Design fwd_hazard_ctrl, sky130hd; sources not shown.
==> run_1/clock_map.png <==
Drawn at 8 px/um.
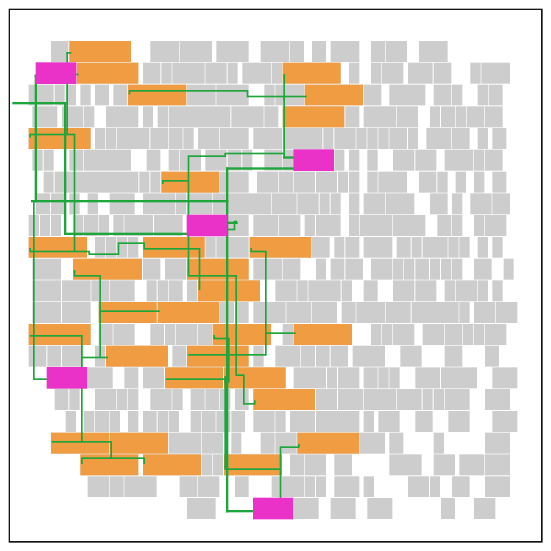
- flip-flops: orange (count 30)
- cells driving clock nets: magenta (count 5)
- clock wires: green (length 464 um)
- routed clock nets: 6
Clock Power: 657 uW
Clk pwr share: 0.324

==> run_1/pdn.png <==
Drawn at 6 px/um. Pins as bars on the die edge.
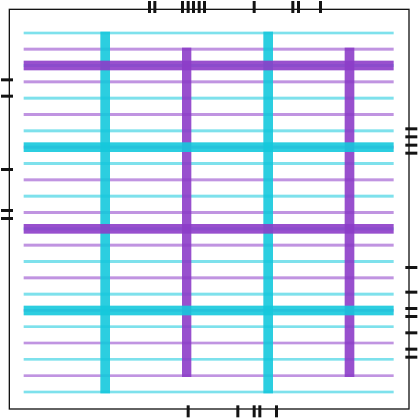
- VDD: purple
- VSS: cyan
- rows: 22
- met4 straps: 4
- met5 straps: 4
- signal pins: 32
- met1 rails: 23
Die Span X: 66.39 um
die height: 66.39 um
worst vdd ir: 0.7589 mV
core area: 0.003689 sq mm

==> run_1/final_congestion.png <==
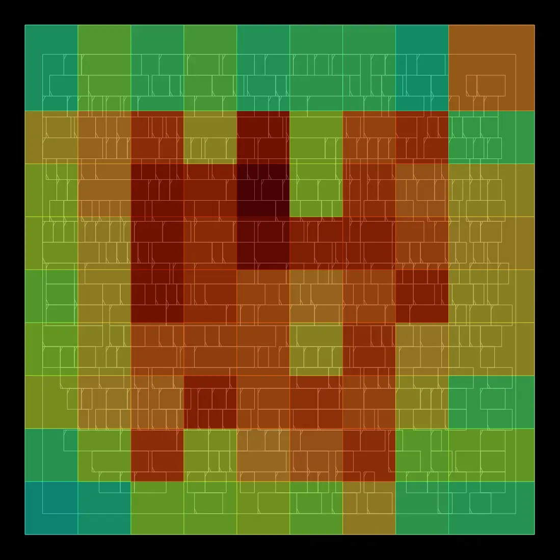
most used routing layer: met2
grt met2 use: 0.5838
final design utilization: 0.8080
GR met3 Demand/Resource: 0.09199

==> flow_metrics.tcl, run 1 <==
# flow metrics
set metrics [dict create \
    top_area_cell "dfxtp_1" \
    grt_max_degree 25 \
    cap_violations 0 \
    cp_slowest_stage_delay_ns 0.33 \
    drt-total-wl_um 6937 \
    r2r_setup_slack_ns -0.24 \
    post_drt_wl_per_cell_um 16.17 \
    antenna_found_initial 0 \
    worstSetupStartpointType "flip-flop" \
    leakage_uw 0.001382 \
    drv_slew 0 \
    placed_cell_area_sq_mm 0.002575 \
    ys_seq_frac 0.3215 \
    worstPathCellList "buf_6, nand2_4, nand2_2, nor3_2, nand4_1, nor2_1, inv_2, buf_4, nand3_2, buf_2" \
    numCtsBuffers 5 \
    relSlewSlack 0.6266 \
    syn_to_final_growth_pct 59.54 \
    clock_latency_ns 0.30 \
    setup-violations-final 22 \
    final.min_clock_period_ns 1.891 \
    yosys.area.top_type_share 0.3215 \
    final_hold_viol_count 0 \
    drc 0 \
    grt_usage 0.3312 \
    grt_pass1_vias 2301 \
    ys_cells 288 \
    hold_class "input pin to flip-flop" \
    cp_max_fo 4 \
    seqCellArea_sq_um 623.1 \
    cts.path.max_buffers 2 \
    lay_top_count "nand2_1" \
    gp_congestion 0.8989 \
    placed_cells 407 \
    nNetsFinal 405 \
    slowest_stage "dfxtp_2" \
    clk_pin_slew_worst_paths_ns 0.06 \
    violations "negative setup slack" \
    cts_tree "built" \
    die_area_sq_mm 0.004407 \
    synth_area_sq_mm 0.001868 \
    ys_ff 30 \
    critPathRequiredTime_ns 1.39 \
    area_leaders "dfxtp_1, nand2_1, inv_1, a21oi_1, nor2_1" \
    timing.fmax_mhz 528.9 \
    netlist_instances 288 \
    whs_ns 0.3805 \
    drive_gt1_frac 0.4199 \
    via_per_inst 5.378 \
    fp_util 0.5064 \
    portBuffers 31 \
    setup_slack_ns -0.2909 \
    ant_nets 0 \
    dp_hpwl_um 4172 \
    rsz0062_at_grt "yes" \
    mostFrequentLayoutCells "nand2_1, buf_4, nor2_1" \
    dr.pass1.iters 4 \
    yosys.cell_types.count 35 \
    h-tree-depth 2 \
    syn_area_per_cell_sq_um 6.486 \
    worst_pin_slew_ns 0.5595 \
    fill_cells 252 \
    largest_register_ffs 6 \
    r2r_cells 14 \
    clock-sinks 30 \
    yosys_area_sq_mm 0.001868 \
    warning_count 29 \
    outcome "finished with violations" \
    cp-end-kind "output port" \
    fin_area_sq_mm 0.002980 \
    grt_remaining_overflow 0 \
    synth_nets 313 \
]
run 1: cell type report:
class	count	share of cell area
clock buffer	7	0.02897
clock inverter	1	0.001679
inverter	40	0.05038
multi-input combinational	210	0.4232
sequential	30	0.2091
tap	48	0.02015
timing repair buffer	93	0.2666
run 1: cell families after synthesis:
group | after synthesis | share of synthesized area
compound gates | 58 | 0.1728
xor+xnor | 12 | 0.05627
fa+ha+maj | 1 | 0.006697
buf+inv | 48 | 0.1011
flops | 30 | 0.3215
simple gates | 139 | 0.3416
run 1: power breakdown:
| group | switching, uW | internal, uW | total (uW) | leakage (uW) |
|---|---|---|---|---|
| sequential | 48.1 | 797 | 845 | 0.000253 |
| clock | 310 | 347 | 657 | 0.0000482 |
| combinational | 279 | 248 | 527 | 0.00108 |
| total | 637 | 1390 | 2030 | 0.00138 |
run 1: critical path, delay by kind of cell (launching register included):
kind / cells / cell delay [ns]
simple gates: 6 / 0.59
buf+inv: 4 / 0.46
flops: 1 / 0.33
run 1: routing by layer:
layer / global-route usage / up-vias / wire length (um)
met5: 0 / - / 0
met4: 0.1862 / 0 / 289
met3: 0.09199 / 29 / 381
met2: 0.5838 / 93 / 3558
met1: 0.3510 / 1065 / 2707
li1: - / 1120 / -
run 1: timing repair:
item / 4_1_cts / 5_1_grt
pin swaps: 32 / 21
hold buffers: 0 / 0
setup endpoints to repair: 23 / 22
setup buffers: 12 / 2
endpoints found under the hold margin: 0 / 0
resized: 94 / 24
run 1: through the flow:
stage	worst slack (ns)	total power [uW]	setup TNS, ns
after floorplan	0.09122	1075	0
after global routing	-0.3802	2117	-6.068
after CTS	-0.2978	1970	-3.578
after global placement	-0.6785	1278	-9.788
final	-0.2909	2029	-4.015
after detailed placement	-0.7182	1291	-10.01
run 1: Yosys cell counts:
| master | n |
|---|---|
| a31oi_1 | 2 |
| buf_2 | 1 |
| nor3b_1 | 2 |
| a2111oi_0 | 1 |
| buf_4 | 1 |
| nand4_1 | 3 |
| o21bai_1 | 1 |
| xor2_1 | 9 |
| dfxtp_1 | 30 |
| clkbuf_1 | 4 |
| o22ai_1 | 4 |
| nor2_1 | 34 |
| nand2_2 | 3 |
| nand3_1 | 17 |
| nor4_1 | 2 |
| o21ai_0 | 19 |
| inv_2 | 5 |
| clkbuf_4 | 1 |
| o21ai_4 | 1 |
| xnor2_1 | 3 |
| o31a_1 | 1 |
| buf_1 | 1 |
| o21ai_1 | 2 |
| nor2_2 | 3 |
| or2_1 | 1 |
| nor3_1 | 3 |
| nand2_1 | 65 |
| nor3_2 | 1 |
| ha_1 | 1 |
| nor2_4 | 1 |
| nand2_4 | 3 |
| nand4_4 | 1 |
| inv_1 | 35 |
| a221oi_1 | 1 |
| a21oi_1 | 26 |
--- run 2 (diff from run 1) ---
Settings changed: CAP_MARGIN from default to 20, MAX_ROUTING_LAYER from default to met4.
==> run_2/clock_map.png <==
Drawn at 8 px/um.
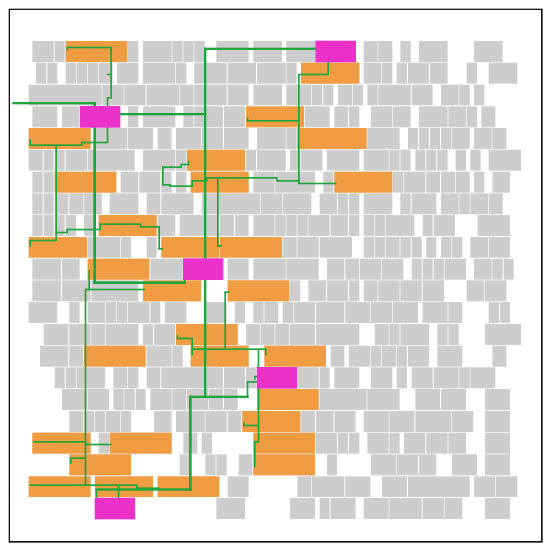
- cells driving clock nets: magenta (count 5)
- clock wires: green (length 399 um)
- flip-flops: orange (count 30)
- routed clock nets: 6
Clock Power: 632 uW
Clk pwr share: 0.306

==> run_2/pdn.png <==
Drawn at 6 px/um. Pins as bars on the die edge.
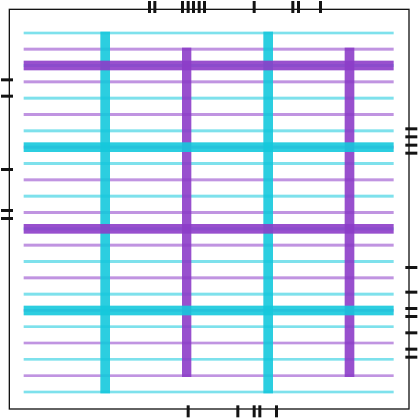
- VDD: purple
- VSS: cyan
- met1 rails: 23
- met5 straps: 4
worst vdd ir: 0.7177 mV

==> run 2 against run 1 <==
The run still ends with negative setup slack left. Hold slack improved by 0.024 ns. Sequential power about the same. Total power rose by 1.7%. Wire length down 0.33%. Register-to-register slack better by 0.10 ns. Clock power fell by 3.8%. Synthesized cell count unchanged. Largest power group unchanged.
==> flow_metrics.tcl, run 2 <==
# flow metrics
set metrics [dict create \
    cap_violations 0 \
    worstSetupStartpointType "flip-flop" \
    antenna_found_initial 0 \
    clock-sinks 30 \
    placed_cells 410 \
    clk_pin_slew_worst_paths_ns 0.06 \
    lay_top_count "buf_4" \
    coreArea_sq_mm 0.003689 \
    grt_usage 0.3057 \
    nNetsFinal 413 \
    drc 0 \
    area_leaders "dfxtp_1, nand2_1, inv_1, a21oi_1, nor2_1" \
    r2r_setup_slack_ns -0.14 \
    cp_max_fo 3 \
    final.setup.tns_ns -2.330 \
    worstPathCellList "nand2_4, a21oi_4, nand2_2, nor3_2, nand4_1, nor2_1, inv_1, o22ai_1, inv_1, buf_2" \
    warning_count 29 \
    final.min_clock_period_ns 1.872 \
    portBuffers 31 \
    mostFrequentLayoutCells "buf_4, nand2_1, nor2_1" \
    dr_wl_met2_um 3521 \
    yosys.area.top_type_share 0.3215 \
    cp-end-kind "output port" \
    post_drt_wl_per_cell_um 15.82 \
    numCtsBuffers 5 \
    dr.pass1.iters 5 \
    gp_congestion 0.9327 \
    seqCellArea_sq_um 624.3 \
    setup-violations-final 21 \
    drt-total-wl_um 6914 \
    cts_tree "built" \
    syn_area_per_cell_sq_um 6.486 \
    drv_slew 0 \
    final_hold_viol_count 0 \
    outcome "finished with violations" \
    ff_type "dfxtp_1" \
    grt_max_degree 25 \
    die_h_um 66.39 \
    yosys.cell_types.count 35 \
    top_area_cell "dfxtp_1" \
    cts.path.max_buffers 2 \
    h-tree-depth 2 \
    synth_nets 313 \
    drt-met1-wl_um 2720 \
    setup_slack_ns -0.2723 \
    yosysMostFrequentCell "nand2_1" \
    drive_gt1_frac 0.4447 \
    grt_remaining_overflow 0 \
    netlist_instances 288 \
    highest_layer "met4" \
    die_area_sq_mm 0.004407 \
    synth_area_sq_mm 0.001868 \
    cp_slowest_stage_delay_ns 0.36 \
    synth-edff-count 0 \
    die_w_um 66.39 \
    relSlewSlack 0.6107 \
    ys_cells 288 \
    yosys_area_sq_mm 0.001868 \
    timing.fmax_mhz 534.1 \
    ant_nets 0 \
    largest_register_ffs 6 \
    violations "negative setup slack" \
    post_synth_most_frequent_cells "nand2_1, inv_1, nor2_1" \
    rsz0062_at_grt "yes" \
    routed-wl-met3_um 345 \
    fp_util 0.5064 \
    via_per_inst 5.398 \
    ys_ff 30 \
    clock_latency_ns 0.29 \
    critPathRequiredTime_ns 1.39 \
    ys_seq_frac 0.3215 \
    syn_to_final_growth_pct 65.71 \
    dp_hpwl_um 4027 \
    r2r_cells 14 \
]
run 2: cell counts after synthesis:
No cell type changed its count.
run 2: kinds of logic after synthesis:
kind of cell,synth area share
compound gates,0.1728
xor+xnor,0.05627
fa+ha+maj,0.006697
buf+inv,0.1011
flops,0.3215
simple gates,0.3416
run 2: what timing repair did:
item                       CTS  global route
hold buffers                 0             0
gates resized               92            37
buffers inserted            12             7
pin swaps                   24            21
setup endpoints to repair   23            22
run 2: metal layers:
layer  track usage  up-vias
met5             -        -
met1        0.3337     1107
li1              -     1133
met4        0.1148        0
met2        0.5475       87
met3       0.05792       32
run 2: layout make-up:
type                    count  area share
repair buffers            101      0.2781
clock buffers               7     0.02789
inverters                  40     0.04931
multi-input cells         210      0.4220
flip-flops and latches     30      0.2017
clock inverters             1    0.001617
well taps                  48     0.01940
run 2: per-stage QoR:
step	util	setup WS [ns]	total power [uW]	hold WS [ns]
2_1_floorplan	-	0.09122	1075	0.2701
3_3_place_gp	0.7042	-0.6764	1283	0.3999
3_5_place_dp	0.7042	-0.6764	1292	0.4161
4_1_cts	0.7897	-0.2800	1985	0.3923
5_1_grt	0.8392	-0.4025	2143	0.4099
6_report	0.8392	-0.2723	2064	0.4045
run 2: worst max-delay path: cells and delay by family (launching register included):
family                 cells  cell delay (ns)
AND/OR/NAND/NOR            5             0.48
flip-flops                 1             0.36
AND-OR/OR-AND              2             0.28
buffers and inverters      3             0.26
run 2: where the power goes:
group | internal (uW) | switching (uW) | total, uW | leakage, uW
clock network | 346 | 286 | 632 | 0.0000482
logic | 287 | 299 | 587 | 0.00113
registers | 797 | 48.0 | 845 | 0.000253
total | 1430 | 633 | 2060 | 0.00143
Power and IR drop assume default switching activity.
